==> config.mk <==
export PLATFORM = sky130hd
export DESIGN_NAME = fifo_wr_arbiter
export DESIGN_NICKNAME = d
export VERILOG_FILES = /design/src/rtl/fifo_wr_arbiter.sv
export SDC_FILE = /design/constraint.sdc
export NUM_CORES = 1
export LEC_CHECK = 0
export CAP_MARGIN = 20
export CORE_UTILIZATION = 40
export CTS_CLUSTER_SIZE = 8
export DETAILED_ROUTE_END_ITERATION = 6
export PLACE_DENSITY = 0.81
export SYNTH_ARGS = -nofsm -noshare
export SYNTH_HDL_FRONTEND = slang
export SYNTH_SLANG_ARGS = --single-unit
==> constraint.sdc <==
create_clock -name clk -period 4.45 [get_ports clk]
set_input_delay 0.89 -clock clk [delete_from_list [all_inputs] [get_ports clk]]
set_output_delay 0.89 -clock clk [all_outputs]
set_load 0.02 [all_outputs]
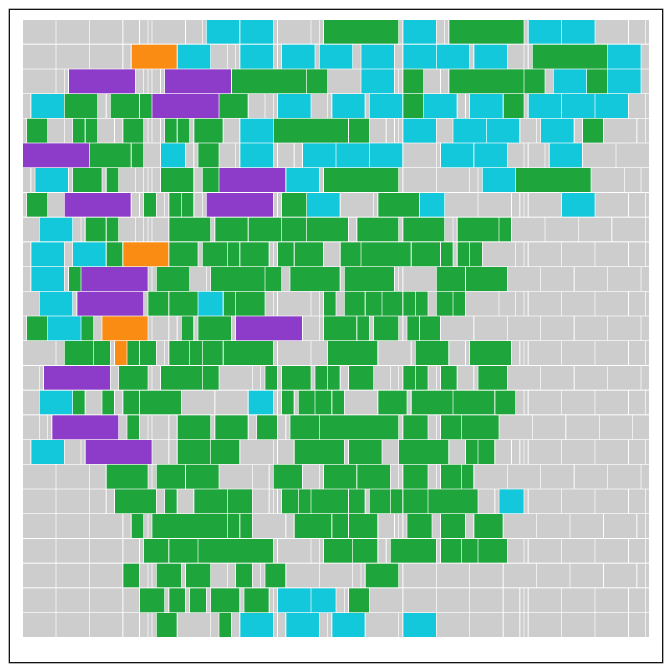
cell_classes.png
Fill, decap, tap and diode cells in gray.
Key: cyan = other buffers and delay cells [cells 62]; green = all other logic [cells 198]; orange = clock drivers and dummy loads [cells 4]; purple = flip-flops [cells 13]
post-layout util: 0.554
fraction of area in registers: 0.100
Core Rows: 25

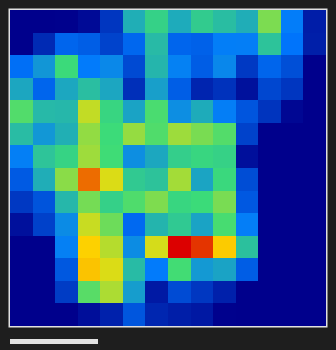
wire_density.png
The bar under the picture is 20 um long. 14 x 14 tiles, from dark blue (low) to red (high), scaled to the fullest tile. Values are wire area over tile area, all layers added.
The fullest tile reaches 0.61. 24% of the tiles are nearly empty. 17% of the tiles are over half the peak. The mean over all tiles is 0.17. The emptiest ninth of the die: lower right.
total routed wirelength: 5380 um
Tot GR Track Use: 0.213

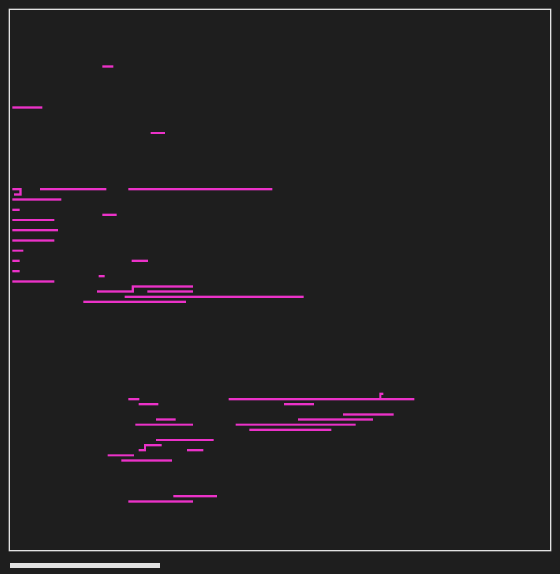
met3.png
The bar under the picture is 20 um long.
The layer holds 4.6% of the routed length. The longest straight run is 24.4 um.
grt met3 use: 0.0113
DR vias: 2013

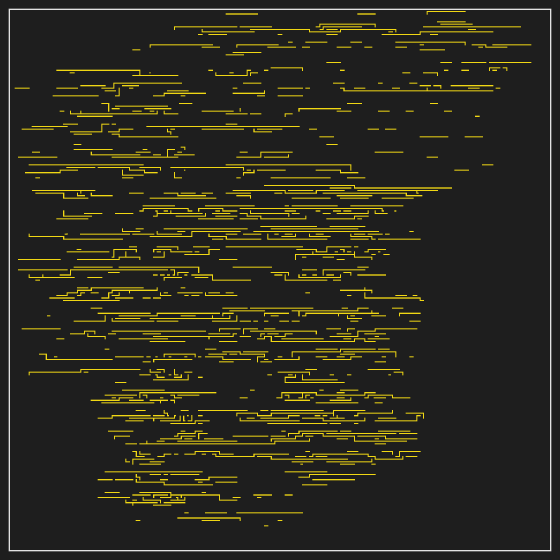
met1.png
The wires run mostly horizontal. The layer holds 41% of the routed length. 302 nets have wire on it. The layer carries 2210 um of wire.
met1 GRT Util: 0.274

==> results.py <==
# Physical implementation metrics
metrics = {
    "cts": {
        "numCtsBuffers": 3,
        "clockBufferDepth": 2,
        "cts_tree": "done",
        "post_cts_resize_count": 0,
    },
    "synthesis": {
        "syn_nets": 276,
        "ys_sh_simple": 0.255,
        "seq_area_frac_synth": 0.134,
        "synth_top_flop_cell": "dfxtp_1",
        "top_area_cell": "dfxtp_1",
        "netlist.area_leader.share": 0.134,
        "synthTopCellsByArea": "dfxtp_1 13%, mux4_2 12%, ha_1 7.7%",
        "synthMuxAreaShare": 0.142,
        "syn_inst": 225,
        "synth-adder-area-share": 0.0771,
        "xor_area_frac": 0.0135,
        "syn-cell-area_um2": 1950,
        "netlist_logic_family_top": "AND-OR/OR-AND gates",
    },
    "floorplanning": {
        "die_x_um": 71.8,
        "coreArea_um2": 4690,
        "num_io_pins": 57,
        "num_tap_cells": 54,
    },
    "drt": {
        "ant_nets": 0,
        "viasPerCell": 6.08,
        "topRoutingLayerUsed": "met4",
        "wl_met2_um": 2840,
        "drtIter0Drc": 122,
        "drc": 0,
    },
    "final_timing": {
        "maxSlewViolCount": 0,
        "clock_skew_ns": 0.00138,
        "min_period_ns": 3.73,
        "fmax_ghz": 0.268,
    },
    "global_routing": {
        "grtUsageMet2": 0.383,
        "grt_max_degree": 22,
    },
    "power": {
        "powerSeq_mw": 0.230,
        "p_sw_frac": 0.492,
        "power.switching_mw": 0.796,
        "power_density_nw_per_um2": 623,
        "p_comb_frac": 0.793,
        "p_total_mw": 1.62,
        "vdd_drop_max_mv": 0.432,
    },
    "hold_path": {
        "hold_path.class": "register to register",
    },
    "setup_path": {
        "start_kind": "primary input",
        "path_max_fanout": 15,
        "path_delay_family": "buffers and inverters",
        "r2r.worst_path.cells": 11,
        "worstPathCellList": "clkdlybuf4s50_1 -> a22o_1 -> a221oi_1 -> nor3_1 -> clkdlybuf4s50_1",
        "critPathBufInv": 2,
        "crit_path_top_delay_cell": "clkdlybuf4s50_1",
    },
    "final_layout": {
        "logic_gates": 185,
        "flops": 13,
        "comb_area_um2": 1570,
        "buffers": 62,
        "register_area_um2": 260,
        "layout-drive-gt1-share": 0.152,
        "final_cells": 331,
        "lay_top_count": "clkdlybuf4s50_1",
    },
    "run": {
        "cap_viol_max_count": 0,
    },
    "placement": {
        "numPortBuffers": 56,
        "gp_congestion": 0.908,
    },
    "outcome": {
        "status": "complete, no violations",
    },
}
Power and IR drop assume default switching activity.
